<file path="src/rtl/fifo_axis_packetizer.sv">
// Drains a first-word-fall-through FIFO into an AXI4-Stream master, tlast every PKT_LEN beats.
// Define EASYOBV_FLUSH_EN to add head lookahead and a starvation timeout that closes partial packets.
module fifo_axis_packetizer #(
  parameter int DWIDTH  = 32,
  parameter int PKT_LEN = 256,
  parameter int TIMEOUT = 1024
) (
  input  logic              clk,
  input  logic              rst,
  input  logic [DWIDTH-1:0] fifo_rd_data,
  input  logic              fifo_rd_empty,
  output logic              fifo_rd_en,
  output logic [DWIDTH-1:0] m_axis_tdata,
  output logic              m_axis_tvalid,
  input  logic              m_axis_tready,
  output logic              m_axis_tlast
);

  localparam int CNT_W = (PKT_LEN > 2) ? $clog2(PKT_LEN) : 1;
  localparam logic [CNT_W-1:0] LAST_BEAT = CNT_W'(PKT_LEN - 1);

  logic [DWIDTH-1:0] hold_data_r;
  logic              hold_valid_r;
  logic [CNT_W-1:0]  beat_cnt_r;
  logic              at_end_s;
  logic              hs_s;
  logic              pop_s;
  logic              tvalid_s;
  logic              tlast_s;

`ifdef EASYOBV_FLUSH_EN
  localparam int IDLE_W = (TIMEOUT > 1) ? $clog2(TIMEOUT + 1) : 1;
  localparam logic [IDLE_W-1:0] IDLE_LAST = IDLE_W'(TIMEOUT - 1);

  logic [IDLE_W-1:0] idle_cnt_r;
  logic              flush_pending_r;
  logic              idle_inc_s;
`endif

  // Handshake, pop and stream-qualifier decode
  always_comb begin
    at_end_s = (beat_cnt_r == LAST_BEAT);
`ifdef EASYOBV_FLUSH_EN
    // Only present a beat when its packet position is known: more data queued, last beat, or flushed.
    tvalid_s   = hold_valid_r & (~fifo_rd_empty | at_end_s | flush_pending_r);
    tlast_s    = at_end_s | flush_pending_r;
    idle_inc_s = hold_valid_r & fifo_rd_empty & ~at_end_s & ~flush_pending_r;
`else
    tvalid_s = hold_valid_r;
    tlast_s  = at_end_s;
`endif
    hs_s  = tvalid_s & m_axis_tready;
    pop_s = ~rst & ~fifo_rd_empty & (~hold_valid_r | hs_s);
  end

  // Hold register and packet beat counter
  always_ff @(posedge clk) begin
    if (rst) begin
      hold_data_r  <= '0;
      hold_valid_r <= 1'b0;
      beat_cnt_r   <= '0;
    end else begin
      if (pop_s) begin
        hold_data_r  <= fifo_rd_data;
        hold_valid_r <= 1'b1;
      end else if (hs_s) begin
        hold_valid_r <= 1'b0;
      end
      if (hs_s) begin
        beat_cnt_r <= tlast_s ? '0 : beat_cnt_r + CNT_W'(1);
      end
    end
  end

`ifdef EASYOBV_FLUSH_EN
  // Starvation timer; flush stays latched until the flushed beat is accepted
  always_ff @(posedge clk) begin
    if (rst) begin
      idle_cnt_r      <= '0;
      flush_pending_r <= 1'b0;
    end else begin
      if (idle_inc_s) begin
        idle_cnt_r <= idle_cnt_r + IDLE_W'(1);
      end else begin
        idle_cnt_r <= '0;
      end
      if (hs_s) begin
        flush_pending_r <= 1'b0;
      end else if (idle_inc_s && (idle_cnt_r == IDLE_LAST)) begin
        flush_pending_r <= 1'b1;
      end
    end
  end
`endif

  assign fifo_rd_en    = pop_s;
  assign m_axis_tdata  = hold_data_r;
  assign m_axis_tvalid = tvalid_s;
  assign m_axis_tlast  = tlast_s;

endmodule

</file>
<file path="config.mk">
export PLATFORM = sky130hd
export DESIGN_NAME = fifo_axis_packetizer
export DESIGN_NICKNAME = d
export VERILOG_FILES = /design/src/rtl/fifo_axis_packetizer.sv
export SDC_FILE = /design/constraint.sdc
export NUM_CORES = 1
export LEC_CHECK = 0
export CORE_AREA = 4 4 90 58
export DETAILED_ROUTE_END_ITERATION = 12
export DIE_AREA = 0 0 94 62
export GPL_TIMING_DRIVEN = 0
export PLACE_DENSITY = 0.72
export SETUP_SLACK_MARGIN = 0.3
export SLEW_MARGIN = 15
export SYNTH_ARGS = -nofsm -noshare
export SYNTH_HDL_FRONTEND = slang
export SYNTH_SLANG_ARGS = --single-unit
</file>
<file path="constraint.sdc">
create_clock -name clk -period 1.5 [get_ports clk]
set_input_delay 0.15 -clock clk [delete_from_list [all_inputs] [get_ports clk]]
set_output_delay 0.15 -clock clk [all_outputs]
set_load 0.02 [all_outputs]
</file>
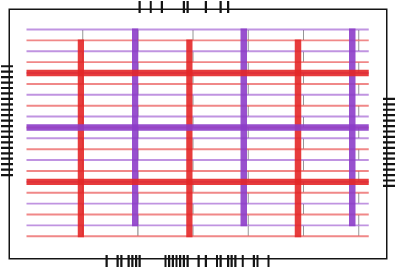
(images/pdn.png)
Scale: 4 px per um. Pins as bars on the die edge. Tap cells in gray.
- red: VSS
- purple: VDD
- rows: 19
- met4 straps: 6

==> notes.md <==
Observations from the implementation run.

CTS:
- The run puts the number of CTS-inserted buffers at 5.
- TritonCTS built the clock tree.
- The H-tree generated during clock tree synthesis spans 2 levels.
- The run gives the clock transition at the register clock pins on the worst setup and hold paths after CTS as 0.07 ns.
- The tree built by TritonCTS fans out to 41 sinks.
- The run puts the maximum clock path buffer count at 2.
- CTS placed an instance of sky130_fd_sc_hd__clkbuf_8 at the clock tree root.

Setup path:
- Setup slack on the worst reg-to-reg path comes out at 0.10 ns.
- The cell that appears most often on the critical path is sky130_fd_sc_hd__buf_4.
- In this run the worst setup path terminates at beat_cnt_r[4].
- The startpoint identified for the worst register-to-register timing path is m_axis_tvalid.
- OpenSTA lists the critical path startpoint as m_axis_tvalid.
- The run puts the critical path required time at 1.65 ns.
- For reference, the critical path cell chain is buf_4, buf_6, nand4_1, buf_4, buf_4, o21ai_1, a21oi_1.
- The run gives the endpoint of the most critical register-to-register path as beat_cnt_r[4].
- The run gives the count of cells along the worst register-to-register path as 7.
- The run puts the depth of the critical timing path with buffers and inverters included at 7.
- Looking at the critical path, the highest net fanout was 6.
- The run gives the delay contributed by the slowest stage of the critical path as 0.35 ns.
- STA classifies the critical path endpoint as a register.
- STA classifies the critical path startpoint as a register.
- The run gives the count of buffering cells on the critical path with inverters included as 4.

GRT:
- The run puts the met2 usage in global routing at 30.7%.
- The run gives the number of global-route vias before repair as 1726.
- The run puts the met1 capacity usage during global routing at 23.0%.
- The run puts the largest net degree at the start of global routing at 12.
- The global router reports that the layer with the highest usage is met2.
- The run gives the overflow left after global routing as 0.

Layout:
- Measured on the finished design, the core utilization comes to 61.3%.
- The run puts the net count reported at finish at 320.
- The run gives the area overhead of the layout relative to synthesis as 68.2%.
- 0 antenna diodes ended up in the layout.
- Of the cells placed in the final design, the portion with a size suffix greater than 1 is 18.3%.
- The run gives the count of fill cells added during filler insertion as 398.

Floorplan:
- The run gives the starting utilization of the core area as 36.5%.
- The run gives the horizontal extent of the die as 94 um.
- The run gives the total die size as 0.00583 mm^2.
- The run puts the die boundary height at 62 um.

Timing:
- The run puts the total count of hold-check failures in the final report at 0.
- Max-slew check failures listed in the final report amount to 0.
- The run puts the achievable frequency at 715 MHz.
- For the pin with the worst max-slew slack, the measured transition is 0.577 ns.
- After layout, the setup clock skew is reported as 0.00118 ns.
- The run gives the count of endpoints failing setup in the final report as 0.
- The worst path uses 93.2% of the clock period.
- Subtracting the final worst setup slack from the clock period gives 1.40 ns.
- The run puts the final worst slack at 0.102 ns.
- Setup repair after global routing could not meet its margin everywhere.
- Across all checked pins, the minimum headroom to the slew limit is 61.5%.

Power and ir drop:
- The run puts the net switching share of the total power at 27.0%.
- The run gives the areal power density over the cells as 851 mW/mm^2.
- The clock network burns 29.6% of the power.
- The run gives the net load switching power as 0.622 mW.
- Sequential cells burn 50.6% of the power.
- The run puts the post-layout total power at 2.31 mW.
- The run puts the leakage dissipation at 1.12 nW.
- Combinational cells account for 19.8% of the total power.
- The run gives the peak ir drop on the vdd network as 0.529 mV.

Synth:
- The synthesized netlist devotes 0.776% of its cell area to adder and majority cells.
- sky130_fd_sc_hd__dfxtp_1 takes more of the synthesized area than any other cell.
- The run gives the synthesized cell area as 0.00161 mm^2.
- Per the post-synthesis report, the number of cells in the design is 196.
- The run gives the number of unique standard cell types used by synthesis as 23.
- Sorting the synthesized cells by area gives the leading types as sky130_fd_sc_hd__dfxtp_1 51%, sky130_fd_sc_hd__a21oi_1 12%, sky130_fd_sc_hd__nand3_1 11%.
- The run puts the area fraction in compound gates at 24.4%.
- In this run, the synthesized area fraction spent on xor and xnor cells is recorded as 1.09%.
- The post-synth register bit count is 41.
- The synthesis log from Yosys contains 0 warnings.
- Summing all multiplexer cells gives an area fraction of 0%.
- The run gives the post-synthesis chip area from yosys as 0.00161 mm^2.
- The run gives the count of instantiated cells in the yosys netlist as 196.
- The run gives the average cell area after synthesis as 8.23 um^2.
- The run gives the count of flip-flops with a built-in enable after synthesis as 0.
- The run gives the share of synthesized registers carrying an async set or reset as 0%.

Detailed routing:
- The run puts the number of remaining DRC errors at 0.
- Once iteration 0 of detailed routing completed, the report listed 41 DRC markers.
- The pre-antenna-repair detailed-routing pass consisted of 4 iterations.
- The run gives the wire length reported by the detailed router as 5060 um.

Outcome:
- The run finished with clean final reports.

Place:
- The run gives the post-placement setup slack as -0.696 ns.
- The run gives the routability congestion estimate as 0.771.

Job:
- The run puts the number of max-cap violations at 0.

Min path:
- The run gives the critical hold path startpoint as rst.
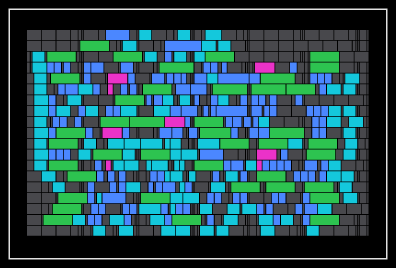
(images/cell_classes.png)
Scale: 4 px per um. Fill, decap, tap and diode cells in gray.
- cyan: other buffers and delay cells (cells 97)
- magenta: clock drivers and dummy loads (cells 8)
- blue: all other logic (cells 138)
- green: flip-flops (cells 41)

## registers in the layout, summed over array words and instances (netlist names)
| register | cells |
|---|---|
| beat_cnt_r | 8 |
| m_axis_tdata | 32 |
| m_axis_tvalid | 1 |
## layout by cell type, fill, tap and decap left out, drive strengths merged
cell type / synthesis / layout
clkdlybuf4s50: 0 / 32
dlygate4sd2: 0 / 35
a21oi: 38 / 38
and2b: 1 / 1
nand2: 5 / 5
or2b: 1 / 1
dfxtp: 41 / 41
o211ai: 1 / 1
nand4: 2 / 2
clkbuf: 12 / 17
o21ai: 35 / 35
or4: 2 / 2
inv: 4 / 4
nor3: 2 / 2
nor2: 2 / 2
ha: 1 / 1
or3: 3 / 3
o31ai: 2 / 2
nand3: 36 / 36
a31oi: 1 / 1
buf: 5 / 21
xor2: 2 / 2
## worst min-delay path by stage
stage / to / slack, ns / cells after the start
after floorplan: m_axis_tdata[0] / 0.30 / 2
after global placement: m_axis_tdata[15] / 0.46 / 2
after detailed placement: m_axis_tdata[0] / 0.47 / 2
after CTS: beat_cnt_r[2] / 0.24 / 2
after global routing: m_axis_tdata[19] / 0.27 / 2
final: m_axis_tdata[20] / 0.26 / 2
## final cells by class
| type | instances | area [um^2] | share of cell area, % |
|---|---|---|---|
| flip-flops and latches | 41 | 845 | 31.1 |
| multi-input cells | 134 | 822 | 30.3 |
| repair buffers | 80 | 739 | 27.3 |
| plain buffers | 17 | 133 | 4.89 |
| clock buffers | 8 | 80.1 | 2.95 |
| well taps | 63 | 78.8 | 2.91 |
| inverters | 4 | 15.0 | 0.554 |
## kinds of logic (layout without fill, tap and decap cells)
family | after synthesis | in the layout
fa+ha+maj | 1 | 1
simple gates | 54 | 54
compound gates | 77 | 77
flops | 41 | 41
buf+inv | 21 | 109
xor+xnor | 2 | 2
## what timing repair did
action                                  in CTS  in global routing
buffers inserted                             8                  3
pin swaps                                    4                  4
hold buffers                                 0                  0
gates resized                              114                 21
endpoints found under the setup margin      72                 38
## per-stage QoR
step	area, um^2	cells	hold WS (ns)
3_5_place_dp	2400	328	0.468
4_1_cts	2620	344	0.244
3_3_place_gp	2400	328	0.460
2_1_floorplan	1630	196	0.298
5_1_grt	2710	347	0.271
6_report	2710	347	0.258
## worst reg2reg max path: cells and delay by family, from the launching register on
kind	cells	cell delay [ns]
flip-flops	1	0.35
AND-OR/OR-AND	2	0.17
AND/OR/NAND/NOR	1	0.20
buffers and inverters	4	0.55
## layer usage
metal	share of wire (%)	routed length, um
met3	7.5	382
met1	47	2360
met4	0.69	35
met5	0	0
met2	45	2280
## power groups by stage
stage	combinational [mW]	sequential, mW	clock (mW)
after floorplan	0.129	1.26	0
after global placement	0.427	1.20	0
after detailed placement	0.428	1.20	0
after CTS	0.438	1.17	0.698
after global routing	0.492	1.18	0.754
final	0.457	1.17	0.683
Power figures rest on the tool's default switching activity, not on a simulated workload.
